Metal 1:
Scale: 4 px per um. Supply wires on this layer in gray. Cells faint in the background.
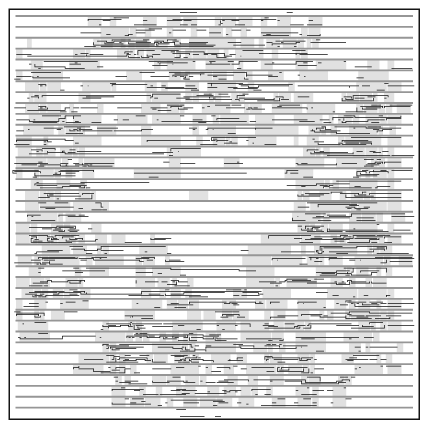
Wires at chosen ports, followed through buffers:
Scale: 3 px per um.
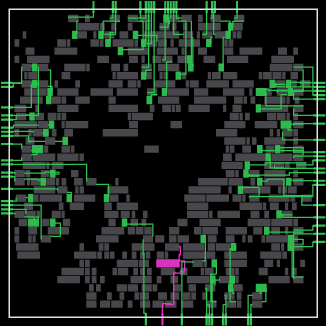
Placed cells, one color a class:
Scale: 4 px per um.
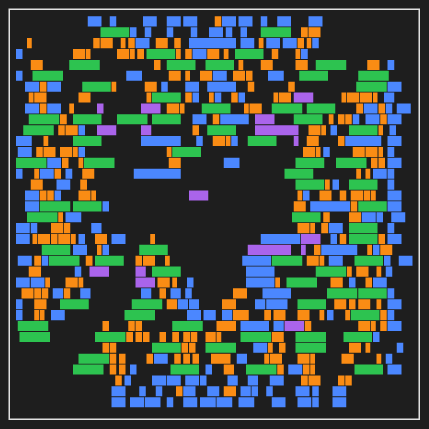
Local utilization:
Scale: 4 px per um. The die is cut into 10 by 10 equal tiles; dark blue is low, red is high, 0 to 100% covered.
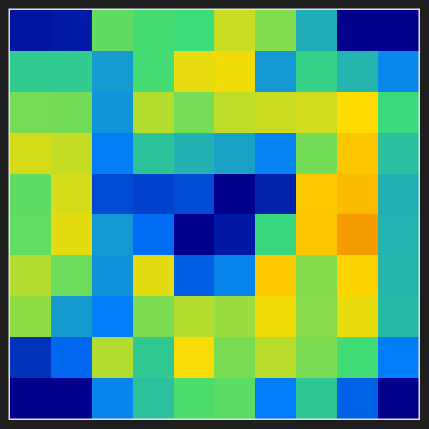
Placed standard cells:
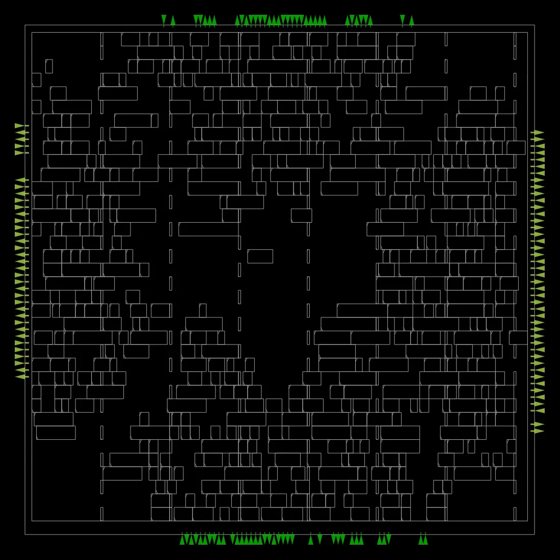
[config.mk]
export PLATFORM = sky130hd
export DESIGN_NAME = pipe_stage_reg
export DESIGN_NICKNAME = d
export VERILOG_FILES = /design/src/rtl/pipe_pkg.sv /design/src/rtl/pipe_skid_slot.sv /design/src/rtl/pipe_stage_reg.sv
export SDC_FILE = /design/constraint.sdc
export NUM_CORES = 1
export LEC_CHECK = 0
export CAP_MARGIN = 20
export CORE_UTILIZATION = 30
export CTS_CLUSTER_DIAMETER = 60
export CTS_CLUSTER_SIZE = 30
export DETAILED_ROUTE_END_ITERATION = 6
export HOLD_SLACK_MARGIN = 0.05
export PLACE_DENSITY = 0.65
export SYNTH_ARGS = -nofsm -noshare
export SYNTH_HDL_FRONTEND = slang
export SYNTH_SLANG_ARGS = --single-unit
[constraint.sdc]
create_clock -name clk -period 1.25 [get_ports clk]
set_input_delay 0.3125 -clock clk [delete_from_list [all_inputs] [get_ports clk]]
set_output_delay 0.3125 -clock clk [all_outputs]
set_load 0.01 [all_outputs]
[src/rtl/pipe_pkg.sv]
// Shared control-bundle layout for pipeline stage registers.
// Field offsets and the safe (no side effect) control value.
package pipe_pkg;

    localparam int CTRL_W_DEFAULT   = 8;

    localparam int CTRL_REGWRITE    = 0;
    localparam int CTRL_MEMW        = 1;
    localparam int CTRL_DATATOREG   = 2;
    localparam int CTRL_DATATOREG_W = 2;
    localparam int CTRL_BRANCH      = 4;
    localparam int CTRL_JAL         = 5;

    typedef logic [CTRL_W_DEFAULT-1:0] ctrl_t;

    localparam ctrl_t CTRL_SAFE = '0;

    // True when the bundle would change architectural state downstream.
    function automatic logic ctrl_has_side_effect(input ctrl_t c);
        return c[CTRL_REGWRITE] | c[CTRL_MEMW];
    endfunction

endpackage

[src/rtl/pipe_skid_slot.sv]
// One holding register of a pipeline stage: valid + control + data.
// Clear invalidates and forces control to the safe value; data is left alone.
module pipe_skid_slot
    import pipe_pkg::*;
#(
    parameter int                DATA_W   = 64,
    parameter int                CTRL_W   = CTRL_W_DEFAULT,
    parameter logic [CTRL_W-1:0] CTRL_RST = CTRL_W'(CTRL_SAFE)
) (
    input  logic              clk,
    input  logic              rst_n,
    input  logic              i_load,
    input  logic              i_clear,
    input  logic [CTRL_W-1:0] i_ctrl,
    input  logic [DATA_W-1:0] i_data,
    output logic              o_valid,
    output logic [CTRL_W-1:0] o_ctrl,
    output logic [DATA_W-1:0] o_data
);

    logic              r_valid;
    logic [CTRL_W-1:0] r_ctrl;
    logic [DATA_W-1:0] r_data;

    // NOTE: state updates use <= so every register samples pre-edge values.
    always_ff @(posedge clk) begin
        if (!rst_n) begin
            r_valid <= 1'b0;
            r_ctrl  <= CTRL_RST;
            // NOTE: data is reset too because out_data is observable as 0 after reset.
            r_data  <= '0;
        end else if (i_clear) begin
            r_valid <= 1'b0;
            r_ctrl  <= CTRL_RST;
        end else if (i_load) begin
            r_valid <= 1'b1;
            r_ctrl  <= i_ctrl;
            r_data  <= i_data;
        end
    end

    assign o_valid = r_valid;
    assign o_ctrl  = r_ctrl;
    assign o_data  = r_data;

endmodule

[src/rtl/pipe_stage_reg.sv]
// Elastic valid/ready pipeline register with stall, bubble and flush.
// Define PIPE_STAGE_SKID_EN to add a skid entry and register in_ready.
module pipe_stage_reg
    import pipe_pkg::*;
#(
    parameter int                DATA_W   = 64,
    parameter int                CTRL_W   = CTRL_W_DEFAULT,
    parameter logic [CTRL_W-1:0] CTRL_RST = CTRL_W'(CTRL_SAFE)
) (
    input  logic              clk,
    input  logic              rst_n,
    input  logic              flush,
    input  logic              in_valid,
    output logic              in_ready,
    input  logic [CTRL_W-1:0] in_ctrl,
    input  logic [DATA_W-1:0] in_data,
    output logic              out_valid,
    input  logic              out_ready,
    output logic [CTRL_W-1:0] out_ctrl,
    output logic [DATA_W-1:0] out_data
);

    logic              w_out_valid;
    logic [CTRL_W-1:0] w_out_ctrl;
    logic [DATA_W-1:0] w_out_data;

    logic              w_skid_valid;
    logic [CTRL_W-1:0] w_skid_ctrl;
    logic [DATA_W-1:0] w_skid_data;

    logic              w_out_free;
    logic              w_xfer_in;
    logic              w_xfer_out;
    logic              w_out_load;
    logic              w_out_clear;
    logic [CTRL_W-1:0] w_load_ctrl;
    logic [DATA_W-1:0] w_load_data;

    assign w_out_free = !w_out_valid | out_ready;
    assign w_xfer_in  = in_valid & in_ready;
    assign w_xfer_out = w_out_valid & out_ready;

    // The skid word is older than anything arriving, so it always wins the output slot.
    assign w_out_load  = w_out_free & (w_skid_valid | w_xfer_in);
    assign w_out_clear = flush | (w_xfer_out & !w_skid_valid & !w_xfer_in);
    assign w_load_ctrl = w_skid_valid ? w_skid_ctrl : in_ctrl;
    assign w_load_data = w_skid_valid ? w_skid_data : in_data;

    pipe_skid_slot #(
        .DATA_W   (DATA_W),
        .CTRL_W   (CTRL_W),
        .CTRL_RST (CTRL_RST)
    ) u_out_slot (
        .clk     (clk),
        .rst_n   (rst_n),
        .i_load  (w_out_load),
        .i_clear (w_out_clear),
        .i_ctrl  (w_load_ctrl),
        .i_data  (w_load_data),
        .o_valid (w_out_valid),
        .o_ctrl  (w_out_ctrl),
        .o_data  (w_out_data)
    );

`ifdef PIPE_STAGE_SKID_EN
    logic w_skid_load;
    logic w_skid_clear;

    assign w_skid_load  = w_xfer_in & !w_out_free;
    assign w_skid_clear = flush | (w_skid_valid & out_ready);

    pipe_skid_slot #(
        .DATA_W   (DATA_W),
        .CTRL_W   (CTRL_W),
        .CTRL_RST (CTRL_RST)
    ) u_skid_slot (
        .clk     (clk),
        .rst_n   (rst_n),
        .i_load  (w_skid_load),
        .i_clear (w_skid_clear),
        .i_ctrl  (in_ctrl),
        .i_data  (in_data),
        .o_valid (w_skid_valid),
        .o_ctrl  (w_skid_ctrl),
        .o_data  (w_skid_data)
    );

    assign in_ready = rst_n & !w_skid_valid;
`else
    assign w_skid_valid = 1'b0;
    assign w_skid_ctrl  = CTRL_RST;
    assign w_skid_data  = '0;

    assign in_ready = rst_n & w_out_free;
`endif

    assign out_valid = w_out_valid;
    assign out_ctrl  = w_out_ctrl;
    assign out_data  = w_out_data;

endmodule
==> flow_metrics.env <==
# implementation run metrics
export IMPL_drive_gt1_share_pct=45.2
export IMPL_peakVddDrop_v=0.000564
export IMPL_p_leak_uw=0.00203
export IMPL_timing_slew_headroom_pct=74.1
export IMPL_numPortBuffers=150
export IMPL_area_growth_pct=62.0
export IMPL_crit_family="buffers and inverters"
export IMPL_dieArea_mm2=0.0104
export IMPL_area_leaders="dfxtp_1, o21ai_2, nand3_1"
export IMPL_r2r_slack_ns=-0.09
export IMPL_min_period_ns=1.34
export IMPL_ys_cells=331
export IMPL_drc=0
export IMPL_finalSetupViolations=28
export IMPL_ys_top_cells_by_count="dfxtp_1, nand3_1, nand2_1, o21ai_2, buf_2"
export IMPL_finalCritPeriodShare_pct=108
export IMPL_cts_root_buffer="clkbuf_8"
export IMPL_max_cap_violations=0
export IMPL_violations="negative setup slack"
export IMPL_gp_congestion=0.791
export IMPL_coreArea_mm2=0.00973
export IMPL_nNetsFinal=570
export IMPL_drv_slew=0
export IMPL_io_pins=151
export IMPL_status="finished with violations"
export IMPL_setup_ws_ns=-0.0940
export IMPL_cts_sinks=73
export IMPL_synth_cells=331
export IMPL_fp_util_pct=30.9
export IMPL_drt_initial_drc_count=64
export IMPL_crit_required_ns=1.54
export IMPL_drtAntennaViolNets=0
export IMPL_tightest_slew_ns=0.389
export IMPL_crit_type="flop to flop"
export IMPL_start_kind="flop"
export IMPL_tritoncts="built"
Notes on 'metal 1' above:
- share of all routed wire: 43%
- main direction: horizontal
- nets with wire on the layer: 496
- wire length on this layer: 3,850 um
- longest straight run: 29.9 um

Notes on 'wires at chosen ports, followed through buffers' above:
- magenta: out_valid (bits 1; direction output; edge bottom; end cells 1; buffers 2; wire 36.6 um)
- green: in_data (bits 64; direction input; edge 20 right, 18 left, 17 top, 9 bottom; end cells 64; buffers 64; wire 1,210 um)

Notes on 'placed cells, one color a class' above:
- green: flops (cells 73)
- orange: combinational and other logic (cells 227)
- purple: clock drivers and dummy loads (cells 16)
- blue: other buffers and delay cells (cells 182)

Notes on 'local utilization' above:
- mean over tiles: 45%
- fullest tile: 82%
- tiles over 75% full: 7.0%
- nearly empty tiles: 7.0%

Notes on 'placed standard cells' above:
Core Util, Final: 50.1%
# rows: 36
fraction of area in registers: 30.8%

## through the flow
| stage | TNS (ns) | instance area (um2) | hold WS (ns) | power, uW | cells |
|---|---|---|---|---|---|
| final | -1.09 | 4870 | 0.413 | 5400 | 631 |
| after global routing | -2.92 | 4870 | 0.402 | 5690 | 631 |
| after detailed placement | -37.55 | 4630 | 0.441 | 3470 | 603 |
| after CTS | -1.11 | 5130 | 0.383 | 5520 | 628 |
| after global placement | -36.30 | 4630 | 0.438 | 3460 | 603 |
| after floorplan | 0 | 3010 | 0.437 | 2920 | 331 |
## kinds of logic after synthesis
| logic type | Yosys count | share of synthesized area, % |
|---|---|---|
| simple gates | 146 | 22.3 |
| compound gates | 81 | 21.0 |
| buf+inv | 31 | 8.07 |
| flops | 73 | 48.6 |
## report_power, final
part / switching, uW / internal (uW)
registers: 55.0 / 2450
logic: 394 / 509
clock network: 865 / 1120
## worst paths after layout
kind                          from               endpoint  cells past startpoint
max reg2reg     u_out_slot.o_valid  u_out_slot.o_data[13]                      6
min                          rst_n  u_out_slot.o_data[57]                      4
max             u_out_slot.o_valid  u_out_slot.o_data[13]                      6
min reg2reg  u_out_slot.o_data[36]  u_out_slot.o_data[36]                      2
## placed cells by master, fill, tap and decap left out, types with 3 or more instances in the layout
| cell | count |
|---|---|
| a21oi_1 | 8 |
| buf_12 | 7 |
| buf_16 | 3 |
| buf_2 | 54 |
| buf_4 | 15 |
| buf_6 | 4 |
| clkbuf_2 | 14 |
| clkbuf_8 | 9 |
| clkdlybuf4s15_2 | 5 |
| clkdlybuf4s50_1 | 72 |
| dfxtp_1 | 40 |
| dfxtp_2 | 33 |
| dlygate4sd2_1 | 3 |
| nand2_1 | 66 |
| nand3_1 | 72 |
| o21ai_0 | 5 |
| o21ai_1 | 3 |
| o21ai_2 | 64 |
## registers in the layout, summed over array words and instances, names as in the netlist
name / count
u_out_slot.o_ctrl: 8
u_out_slot.o_data: 64
u_out_slot.o_valid: 1
## what timing repair did
action,CTS,global route
gates cloned,4,2
resized,237,97
setup endpoints to repair,146,136
hold endpoints to repair,0,0
pin swaps,15,14
setup buffers,5,2
## worst reg2reg max path: stages, from the launching register on
cell       delay, ns
dfxtp_2         0.36
nand2b_4        0.06
buf_4           0.14
and3_4          0.21
buf_12          0.14
bufbuf_16       0.26
o21ai_2         0.11
## per-layer routing
layer,wire (um),share of wire (%),global-route usage [%]
met1,3850,43,20.5
met3,690,7.8,7.11
met4,112,1.3,5.60
met5,0,0,0
met2,4240,48,27.8
## final cells by class
type / instances / area (um2)
clock buffers: 11 / 131
fillers: 959 / 4860
multi-input cells: 227 / 1340
well taps: 133 / 166
clock inverters: 5 / 80.1
flip-flops and latches: 73 / 1500
repair buffers: 182 / 1650
Power is estimated from default activity; no workload was simulated.
